[src/rtl/pc_sequencer_pkg.sv]
// Shared definitions for the PC sequencer: state encodings, Hack jump-field bit positions.
package pc_sequencer_pkg;

  localparam int unsigned INSTR_W = 16;
  localparam int unsigned ADDR_W  = 16;

  // Hack C-instruction marker and jump-field bit indices
  localparam int unsigned C_BIT = 15;
  localparam int unsigned J_LT  = 2;
  localparam int unsigned J_EQ  = 1;
  localparam int unsigned J_GT  = 0;

  typedef enum logic [1:0] {
    ST_INIT  = 2'd0,
    ST_FETCH = 2'd1,
    ST_EXEC  = 2'd2,
    ST_HALT  = 2'd3
  } state_e;

endpackage

[src/rtl/pc_sequencer_jump_cond.sv]
// Hack jump-condition decode: take is high when a C-instruction's jump bits match the ALU flags.
module pc_sequencer_jump_cond
  import pc_sequencer_pkg::*;
(
  input  logic [INSTR_W-1:0] instr,
  input  logic               zr,
  input  logic               ng,
  output logic               take
);

  logic unused_instr_bits;
  assign unused_instr_bits = ^instr[C_BIT-1:J_LT+1];

  assign take = instr[C_BIT] & ((instr[J_LT] & ng) |
                                (instr[J_EQ] & zr) |
                                (instr[J_GT] & ~ng & ~zr));

endmodule

[src/rtl/pc_sequencer.sv]
// Fetch/execute controller owning every PC update; optional debug stepping via PC_SEQ_SINGLE_STEP_EN.
module pc_sequencer
  import pc_sequencer_pkg::*;
#(
  parameter int unsigned FETCH_TIMEOUT = 0,
  parameter int unsigned TO_W          = 8,
  parameter int unsigned HALT_DETECT   = 1
) (
  input  logic               clk,
  input  logic               reset,
`ifdef PC_SEQ_SINGLE_STEP_EN
  input  logic               step,
`endif
  input  logic               rom_ready,
  input  logic [INSTR_W-1:0] instr,
  input  logic [ADDR_W-1:0]  a_reg,
  input  logic [ADDR_W-1:0]  pc,
  input  logic               zr,
  input  logic               ng,
  output logic               fetch_req,
  output logic               exec_en,
  output logic               pc_load,
  output logic               pc_inc,
  output logic               pc_clr,
  output logic               halted,
  output logic               fault
);

  localparam logic            TO_EN   = (FETCH_TIMEOUT != 0);
  localparam logic [TO_W-1:0] TO_LAST = TO_W'(FETCH_TIMEOUT - 1);
  localparam logic            HALT_EN = (HALT_DETECT != 0);

  state_e          state_q, state_d;
  logic [TO_W-1:0] to_cnt_q, to_cnt_d;
  logic            halted_q, halted_d;
  logic            fault_q, fault_d;
  logic            take;
  logic            fetch_go;
  logic            fetch_hold;

  pc_sequencer_jump_cond u_jump_cond (
    .instr (instr),
    .zr    (zr),
    .ng    (ng),
    .take  (take)
  );

  // A ready-but-unstepped ROM holds FETCH and freezes the timeout counter
`ifdef PC_SEQ_SINGLE_STEP_EN
  assign fetch_go   = rom_ready & step;
  assign fetch_hold = rom_ready & ~step;
`else
  assign fetch_go   = rom_ready;
  assign fetch_hold = 1'b0;
`endif

  always_ff @(posedge clk or posedge reset) begin
    if (reset) begin
      state_q  <= ST_INIT;
      to_cnt_q <= '0;
      halted_q <= 1'b0;
      fault_q  <= 1'b0;
    end else begin
      state_q  <= state_d;
      to_cnt_q <= to_cnt_d;
      halted_q <= halted_d;
      fault_q  <= fault_d;
    end
  end

  always_comb begin
    state_d   = state_q;
    to_cnt_d  = to_cnt_q;
    halted_d  = halted_q;
    fault_d   = fault_q;
    fetch_req = 1'b0;
    exec_en   = 1'b0;
    pc_load   = 1'b0;
    pc_inc    = 1'b0;
    pc_clr    = 1'b0;
    unique case (state_q)
      ST_INIT: begin
        pc_clr  = 1'b1;
        state_d = ST_FETCH;
      end
      ST_FETCH: begin
        fetch_req = 1'b1;
        if (fetch_go) begin
          state_d  = ST_EXEC;
          to_cnt_d = '0;
        end else if (!fetch_hold) begin
          if (TO_EN && (to_cnt_q == TO_LAST)) begin
            state_d = ST_HALT;
            fault_d = 1'b1;
          end else begin
            to_cnt_d = to_cnt_q + TO_W'(1);
          end
        end
      end
      ST_EXEC: begin
        exec_en = 1'b1;
        pc_load = take;
        pc_inc  = ~take;
        // A taken jump to its own address can never make progress
        if (HALT_EN && take && (a_reg == pc)) begin
          state_d  = ST_HALT;
          halted_d = 1'b1;
        end else begin
          state_d = ST_FETCH;
        end
      end
      ST_HALT: begin
        state_d = ST_HALT;
      end
      default: begin
        state_d = ST_INIT;
      end
    endcase
  end

  assign halted = halted_q;
  assign fault  = fault_q;

endmodule

[config.mk]
export PLATFORM = sky130hd
export DESIGN_NAME = pc_sequencer
export DESIGN_NICKNAME = d
export VERILOG_FILES = /design/src/rtl/pc_sequencer_pkg.sv /design/src/rtl/pc_sequencer_jump_cond.sv /design/src/rtl/pc_sequencer.sv
export SDC_FILE = /design/constraint.sdc
export NUM_CORES = 1
export LEC_CHECK = 0
export ABC_AREA = 1
export CAP_MARGIN = 15
export CORE_MARGIN = 4
export CORE_UTILIZATION = 28
export CTS_CLUSTER_DIAMETER = 100
export DETAILED_ROUTE_END_ITERATION = 12
export HOLD_SLACK_MARGIN = 0.15
export PLACE_DENSITY = 0.89
export SYNTH_ARGS = -nofsm -noshare
export SYNTH_HDL_FRONTEND = slang
export SYNTH_SLANG_ARGS = --single-unit
[constraint.sdc]
create_clock -name clk -period 1.6 [get_ports clk]
set_input_delay 0.32 -clock clk [delete_from_list [all_inputs] [get_ports clk]]
set_output_delay 0.32 -clock clk [all_outputs]
set_load 0.01 [all_outputs]
Fig. 1: wiring heat map
The die is cut into 10 by 10 equal tiles; black is low, pale yellow is high, scaled to the fullest tile. Values are wire area over tile area, all layers added.
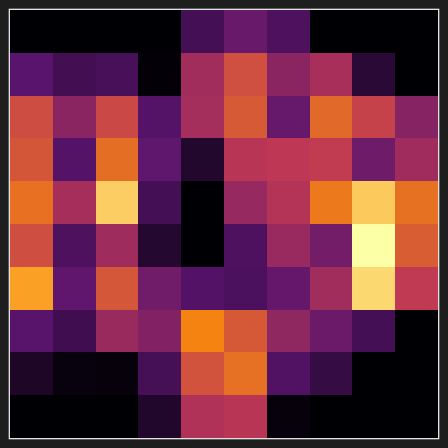
tiles over half the peak: 26%
mean over tiles: 0.089
emptiest ninth of the die: bottom right
densest ninth of the die: right middle
Avg WL per Cell: 7.51 µm
DR vias: 716
overall routing resource usage: 11.3%
final WL: 1.38 mm

Fig. 2: metal 1
Supply wires on this layer in gray.
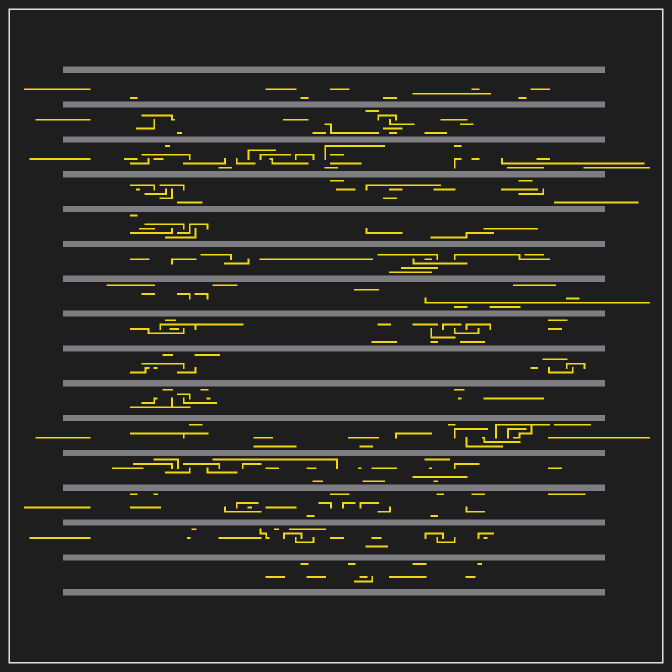
wire length on this layer: 475 µm
share of all routed wire: 34%
grt met1 use: 9.30%

Fig. 3: routed metal, one color a layer
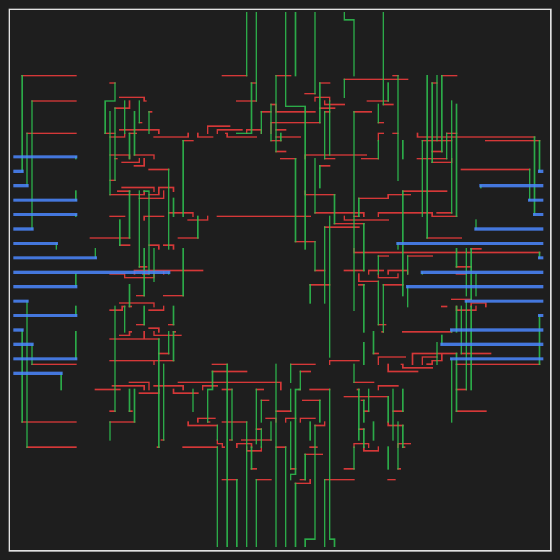
| color | layer | wire length |
|---|---|---|
| red | met1 | 475 µm |
| green | met2 | 749 µm |
| blue | met3 | 157 µm |

Fig. 4: cell outlines without signal wires
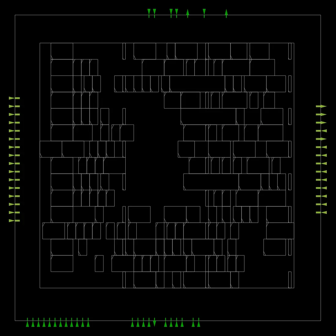
fillers: 170
CORE AREA: 1730 µm²

==> impl_metrics.tcl <==
# implementation run metrics
set metrics [dict create \
    maxSlewViolCount 0 \
    dpl.cell_count 179 \
    yosys.stat.seqShare_pct 14.6 \
    cp-startpoint "instr[2]" \
    io_buffers 46 \
    place.gp.congestion 0.649 \
    crit_arrival_ns 1.22 \
    yosys_warnings 0 \
    drc_errors 0 \
    fin_tns_setup_ns 0 \
    num_antenna_cells 0 \
    yosys.cell_count.top_type "nand2_1" \
    vdd_drop_max_uv 179 \
    grt_pass1_wl_mm 2.30 \
    synthCells 108 \
    synth_cell_type_count 16 \
    ys_ff 3 \
    ant_nets 0 \
    critPathMaxFanout 2 \
    fmax_ghz 0.651 \
    warnings 38 \
    yosysTopAreaCell "nand2_1" \
    criticalPathCategory "in2out" \
    routed_via_density 3.89 \
    top_area_share_pct 27.7 \
    ys_cells 108 \
    r2r-end "state_q[1]$_DFFE_PP0P_" \
    drive_gt1_share_pct 11.3 \
    syn-num-nets 161 \
    critPathRequiredTime_ns 1.28 \
    ff_latch_area_um2 75.1 \
    critPathLaunchType "primary input" \
    ioPinCount 60 \
    fin_hold_ws_ns 0.261 \
    rsz0062_at_grt "false" \
    cts.htree.levels 1 \
    root_buffer "clkbuf_4" \
    grt_pass1_vias 689 \
    grt_overflow 0 \
    period_needed_ns 1.54 \
    cts_resized 12 \
    r2r_slack_ns 0.53 \
    ys_top_cells_by_area "nand2_1, nor2_1, inv_1" \
    synthFlopType "dfrtp_1" \
    drt_iter0_drc 9 \
    cts_hold_buffers 0 \
    place_hpwl_mm 1.30 \
    drt_first_pass_iters 3 \
    fin_skew_ns 0.00212 \
    p_leak_nw 0.616 \
    top_cells_by_count "nand2_1, nor2_1, inv_1, dfrtp_1" \
    antenna_found_initial 0 \
    synthArstFlopShare_pct 100 \
    maxCapViolations 0 \
    cts_setup_buffers 1 \
    cts_buffer_depth 2 \
    r2r_start "state_q[0]$_DFFE_PP0P_" \
    cts_buffers 3 \
    chipArea_um2 2590 \
    cts_tree "built" \
    fin_cells 184 \
    dieWidth_um 50.9 \
    worstHoldPathType "in2async" \
    die_h_um 50.9 \
    yosys-stat-area_um2 515 \
    finalHoldViolCount 0 \
    comb_area_um2 340 \
    fin_nets 213 \
    placed_cell_area_um2 1010 \
    crit_end "pc_load" \
    setup_viol 0 \
    clkSinkCount 3 \
    area_delta_synth_final_pct 104 \
    status "complete, no violations" \
    grt_max_degree 4 \
    synth-edff-count 0 \
    reg2reg_depth 6 \
    syn_area_um2 515 \
    p_total_mw 0.429 \
    dp_worst_setup_slack_ns -0.426 \
    critPathCaptureType "output pin" \
    avgSynthCellArea_um2 4.77 \
    fp_util_pct 29.9 \
    clkLatencyLatePin_ns 0.23 \
    worst_slack_ns 0.0628 \
    power.density_nw_per_um2 408 \
    clk_transition_reported_paths_ns 0.04 \
    period_used_pct 96.1 \
    rows 15 \
    fin_util_pct 60.9 \
    finalInstanceArea_um2 1050 \
]
[layout by cell type (no fill, tap or decap)]
cell type	synthesis	final
buf_6	0	1
dlymetal6s2s_1	0	3
dlygate4sd2_1	0	2
buf_4	1	2
clkbuf_1	0	1
nor2_2	2	2
inv_1	25	25
nor2_1	27	27
a21oi_2	1	2
buf_2	0	1
nor3_1	1	1
inv_2	2	2
nand2_2	1	1
dfrtp_1	3	3
nor2_4	2	2
nand2_1	38	38
conb_1	1	1
clkbuf_4	0	3
clkdlybuf4s50_1	0	39
xor2_1	1	1
nand3_2	1	2
[where the power goes]
part           leakage, nW  switching [mW]  internal, mW
logic                0.574          0.0804         0.131
registers           0.0270         0.00522        0.0818
clock network       0.0150          0.0371        0.0933
total                0.616           0.123         0.307
[routing by layer]
metal / global-route usage, % / part of all wire, % / up-vias
met5: 0 / 0 / -
met4: 5.38 / 0 / 0
met3: 3.79 / 11 / 0
met2: 23.2 / 54 / 30
met1: 9.30 / 34 / 282
li1: - / - / 404
[cells by family (layout without fill, tap and decap cells)]
family | count (synthesis) | count (layout) | synth area share [%]
XOR/XNOR | 1 | 1 | 1.70
buffers and inverters | 28 | 79 | 21.1
AND-OR/OR-AND | 2 | 2 | 2.67
flip-flops | 3 | 3 | 14.6
AND/OR/NAND/NOR | 73 | 73 | 59.2
other | 1 | 1 | 0.727
[worst max-delay path, cell delays in order]
cell and delay (ns):
clkdlybuf4s50_1 0.46, nand2_1 0.06, nand3_2 0.10, nand2_2 0.07, nor2_4 0.10, buf_6 0.11
[registers in the layout (all words and copies together), names as in the netlist]
signal / count
halted: 1
state_q: 2
[layout make-up]
type	instances	area share [%]
inverter	27	9.64
clock buffer	4	2.50
timing repair buffer	48	45.4
sequential	3	7.14
tap	25	2.98
multi-input combinational	77	32.4
Power and IR drop assume default switching activity.
